Fig. 1: I/O pins on the die edge
Pins as bars across the die edge, other pins in gray.
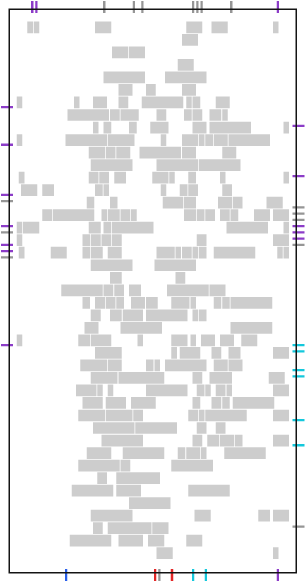
Fig. 2: clock network drawn from the DEF
Bar = 20 um.
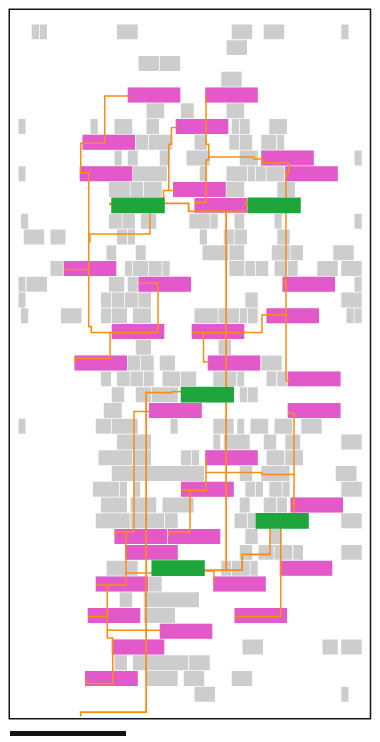
Fig. 3: wiring by layer
Bar = 20 um.
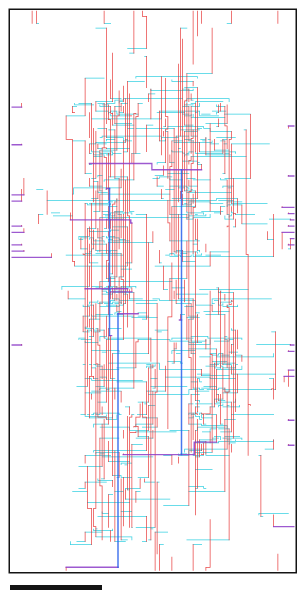
**src/rtl/match_pkg.sv**
```systemverilog
// Shared codes and record type for the match event logger.
// No logic; types and a decode helper only.
// No flow control of its own.
package match_pkg;

    typedef logic [1:0] code_t;

    localparam code_t CODE_NONE    = 2'b00;
    localparam code_t CODE_A       = 2'b01;
    localparam code_t CODE_ILLEGAL = 2'b10;
    localparam code_t CODE_B       = 2'b11;

    localparam int REC_TS_W = 16;

    // Record layout at the default timestamp width; the top repacks at its own TS_W.
    typedef struct packed {
        code_t                code;
`ifdef MATCH_LOG_TIMESTAMP_EN
        logic [REC_TS_W-1:0]  ts;
`endif
    } ev_rec_t;

    function automatic logic is_event(code_t c);
        return (c == CODE_A) || (c == CODE_B);
    endfunction

endpackage

```
**src/rtl/match_fifo.sv**
```systemverilog
// Synchronous FIFO with wrap-bit pointers and synchronous flush.
// Latency: a push is visible at the head one edge later.
// Backpressure: push is ignored while full, pop is ignored while empty.
module match_fifo #(
    parameter int DEPTH = 4,
    parameter int WIDTH = 2
) (
    input  logic             clk,
    input  logic             rst_n,
    input  logic             flush,
    input  logic             push,
    input  logic [WIDTH-1:0] wdata,
    input  logic             pop,
    output logic [WIDTH-1:0] rdata,
    output logic             full,
    output logic             empty
);

    localparam int AW = $clog2(DEPTH);

    logic [WIDTH-1:0] mem [DEPTH];
    logic [AW:0]      wptr;
    logic [AW:0]      rptr;
    logic             do_push;
    logic             do_pop;

    assign empty   = (wptr == rptr);
    assign full    = (wptr[AW] != rptr[AW]) && (wptr[AW-1:0] == rptr[AW-1:0]);
    assign do_push = push && !full;
    assign do_pop  = pop && !empty;
    assign rdata   = mem[rptr[AW-1:0]];

    always_ff @(posedge clk or negedge rst_n) begin
        if (!rst_n) begin
            wptr <= '0;
            rptr <= '0;
            for (int i = 0; i < DEPTH; i++) mem[i] <= '0;
        end else if (flush) begin
            wptr <= '0;
            rptr <= '0;
        end else begin
            if (do_push) begin
                mem[wptr[AW-1:0]] <= wdata;
                wptr              <= wptr + 1'b1;
            end
            if (do_pop) rptr <= rptr + 1'b1;
        end
    end

endmodule

```
**src/rtl/match_event_logger.sv**
```systemverilog
// Logs detector hits as {code, timestamp} records; timestamp only with MATCH_LOG_TIMESTAMP_EN.
// Latency: y_in registered at edge k, record pushed and counters/flags updated at edge k+1.
// Backpressure: ev_valid/ev_ready drain; events arriving while full are dropped and flagged.
module match_event_logger
    import match_pkg::*;
#(
    parameter int DEPTH = 4,
    parameter int TS_W  = 16,
    parameter int CNT_W = 8
) (
    input  logic             clk,
    input  logic             rst_n,
    input  logic [1:0]       y_in,
    input  logic             clr,
    output logic             ev_valid,
    input  logic             ev_ready,
    output logic [1:0]       ev_code,
    output logic [TS_W-1:0]  ev_ts,
    output logic [CNT_W-1:0] cnt_a,
    output logic [CNT_W-1:0] cnt_b,
    output logic             overflow,
    output logic             illegal
);

`ifdef MATCH_LOG_TIMESTAMP_EN
    localparam int REC_W = 2 + TS_W;
`else
    localparam int REC_W = 2;
`endif

    localparam logic [CNT_W-1:0] CNT_MAX = '1;

    code_t            y_q;
    logic [REC_W-1:0] wr_rec;
    logic [REC_W-1:0] rd_rec;
    logic             fifo_full;
    logic             fifo_empty;
    logic             ev_hit;
    logic             pop;

    always_ff @(posedge clk or negedge rst_n) begin
        if (!rst_n)   y_q <= CODE_NONE;
        else if (clr) y_q <= CODE_NONE;
        else          y_q <= code_t'(y_in);
    end

`ifdef MATCH_LOG_TIMESTAMP_EN
    logic [TS_W-1:0] ts_cnt;
    logic [TS_W-1:0] ts_q;

    // ts_q holds the counter value seen at the edge that captured y_q.
    always_ff @(posedge clk or negedge rst_n) begin
        if (!rst_n) begin
            ts_cnt <= '0;
            ts_q   <= '0;
        end else if (clr) begin
            ts_cnt <= '0;
            ts_q   <= '0;
        end else begin
            ts_cnt <= ts_cnt + 1'b1;
            ts_q   <= ts_cnt;
        end
    end

    assign wr_rec  = {y_q, ts_q};
    assign ev_code = rd_rec[REC_W-1 -: 2];
    assign ev_ts   = rd_rec[TS_W-1:0];
`else
    assign wr_rec  = y_q;
    assign ev_code = rd_rec;
    assign ev_ts   = {TS_W{1'b0}};
`endif

    assign ev_hit   = is_event(y_q) && !clr;
    assign ev_valid = !fifo_empty;
    assign pop      = ev_valid && ev_ready && !clr;

    match_fifo #(
        .DEPTH (DEPTH),
        .WIDTH (REC_W)
    ) u_fifo (
        .clk   (clk),
        .rst_n (rst_n),
        .flush (clr),
        .push  (ev_hit),
        .wdata (wr_rec),
        .pop   (pop),
        .rdata (rd_rec),
        .full  (fifo_full),
        .empty (fifo_empty)
    );

    // Counters see every event, including ones the full FIFO drops.
    always_ff @(posedge clk or negedge rst_n) begin
        if (!rst_n) begin
            cnt_a    <= '0;
            cnt_b    <= '0;
            overflow <= 1'b0;
            illegal  <= 1'b0;
        end else if (clr) begin
            cnt_a    <= '0;
            cnt_b    <= '0;
            overflow <= 1'b0;
            illegal  <= 1'b0;
        end else begin
            if (y_q == CODE_A && cnt_a != CNT_MAX) cnt_a <= cnt_a + 1'b1;
            if (y_q == CODE_B && cnt_b != CNT_MAX) cnt_b <= cnt_b + 1'b1;
            if (ev_hit && fifo_full)               overflow <= 1'b1;
            if (y_q == CODE_ILLEGAL)               illegal  <= 1'b1;
        end
    end

endmodule

```
**config.mk**
```make
export PLATFORM = sky130hd
export DESIGN_NAME = match_event_logger
export DESIGN_NICKNAME = d
export VERILOG_FILES = /design/src/rtl/match_pkg.sv /design/src/rtl/match_fifo.sv /design/src/rtl/match_event_logger.sv
export SDC_FILE = /design/constraint.sdc
export NUM_CORES = 1
export LEC_CHECK = 0
export CAP_MARGIN = 40
export CORE_ASPECT_RATIO = 2
export CORE_UTILIZATION = 30
export CTS_CLUSTER_SIZE = 25
export DETAILED_ROUTE_END_ITERATION = 8
export PLACE_DENSITY = 0.6
export SYNTH_ARGS = -nofsm -noshare
export SYNTH_HDL_FRONTEND = slang
export SYNTH_SLANG_ARGS = --single-unit
```
**constraint.sdc**
```tcl
create_clock -name clk -period 4.3 [get_ports clk]
set_input_delay 0.43 -clock clk [delete_from_list [all_inputs] [get_ports clk]]
set_output_delay 0.43 -clock clk [all_outputs]
set_load 0.05 [all_outputs]
```
==> impl_metrics.yaml <==
# physical design summary
status:
  status: "finished, final reports clean"
routing:
  wl_per_cell_um: 15.34
  via_count: 1680
  wl_met1_mm: 1.889
  wl_met3_um: 145
  wirelength_mm: 5.030
  count_of_tritonroute_iterations_in_the_first_routing_pass: 4
  ant_nets: 0
  first_iter_violations: 94
cells_and_area:
  flow.area_growth_from_synthesis_pct: 20.59
  post_route_cells_drive_above_1_share_pct: 11.34
  comb_area_share_pct: 45.32
  final.signal_buffer_count: 30
  clkCellAreaFrac_pct: 5.324
  finalNonFillerCells: 328
  nMultiInputCombCells: 159
  layout.buffer.nonclock.area_share_pct: 11.13
  final_common_cell: "sky130_fd_sc_hd__dfrtp_1"
  layout_top_registers: "cnt_a: 8 flops, cnt_b: 8 flops, u_fifo.mem: 8 flops"
yosys:
  post_synthesis_chip_area_from_yosys_um2: 2163
  synthesis.area_per_instance_um2: 10.25
  ys_cells: 211
  synth-adder-area-share_pct: 4.049
  synth.top_cells.by_area: "sky130_fd_sc_hd__dfrtp_1, sky130_fd_sc_hd__buf_4, sky130_fd_sc_hd__ha_1"
  synth.comb.largest_family: "simple AND/OR/NAND/NOR gates"
  async_flop_share_pct: 100.0
  leading_cell_type_by_number_of_instances_after_synthesis: "sky130_fd_sc_hd__dfrtp_1"
  syn-instance-count: 211
global_routing:
  busiest_layer: "met2"
  grt_use_met1_pct: 16.05
  use_met3_pct: 3.185
  met2_usage_pct: 26.66
  grt_start_max_net_pins: 35
  grt_pass1_vias: 1707
timing:
  slew_violations: 0
  final_hold_viol_count: 0
  worst_hold_slack_ns: 0.4596
  timing.slew.headroom_pct: 57.26
  fmaxAchievable_ghz: 0.3837
  finalWorstSetupSlack_ns: 1.694
  final_clock_skew_ns: 0.003180
  final-setup-viol-count: 0
  finalCriticalPeriod_ns: 2.606
  final.period_utilization_pct: 60.61
  timing.setup.tns_ns: 0
cts:
  tritoncts_clock_tree: "yes"
  cts_max_level: 2
  clock-sinks: 34
  cts_root_buffer: "sky130_fd_sc_hd__clkbuf_16"
  register_clock_pin_slew_on_the_reported_worst_setup_and_hold_paths_ns: 0.05
  post_cts_resize_count: 0
floorplan:
  core-area_um2: 6940
  boundaryPins: 43
  dieArea_um2: 7575
  tap-cell-count: 90
place:
  port_buffers: 26
  pre_cts_slack_ns: 1.989
  gpl_wtd_cong: 0.7819
  placed_area_um2: 2470
power:
  powerClk_w: 0.000355
  ir_worst_vdd_mv: 0.1957
  share_clk_of_total_power_pct: 32.6
  leakagePower_nw: 1.089
  share_comb_of_total_power_pct: 30.6
  p_seq_share_pct: 36.8
critical_path:
  worstSetupPathDepth: 3
  cp-start-kind: "register"
  worst-path-max-fanout: 10
  worst-endpoint-arrival_ns: 2.18
  critical_path_buf_inv_count: 1
  critical_path.reg2reg.startpoint: "cnt_a[0]"
job:
  maxCapViolCount: 0
min_path:
  worstHoldStart: "u_fifo.mem[6]"
Back to the opening pictures, Fig. 1:
| color | port | pins | direction | edge |
|---|---|---|---|---|
| red | ev_code | 2 | output | south |
| blue | clk | 1 | input | south |
| purple | ev_ts | 16 | output | 7 west, 5 east, 3 north, 1 south |
| cyan | cnt_b | 8 | output | 6 east, 2 south |
all pins by edge: 16 east, 10 west, 10 north, 7 south

Back to the opening pictures, Fig. 2:
[magenta] flip-flops | count: 34
[green] cells driving clock nets | count: 5
[orange] clock wires | length: 595 um
routed clock nets: 6

Back to the opening pictures, Fig. 3:
| color | layer | wire length |
|---|---|---|
| blue | met4 | 149 um |
| purple | met3 | 146 um |
| cyan | met1 | 1890 um |
| red | met2 | 2850 um |

Power figures rest on the tool's default switching activity, not on a simulated workload.
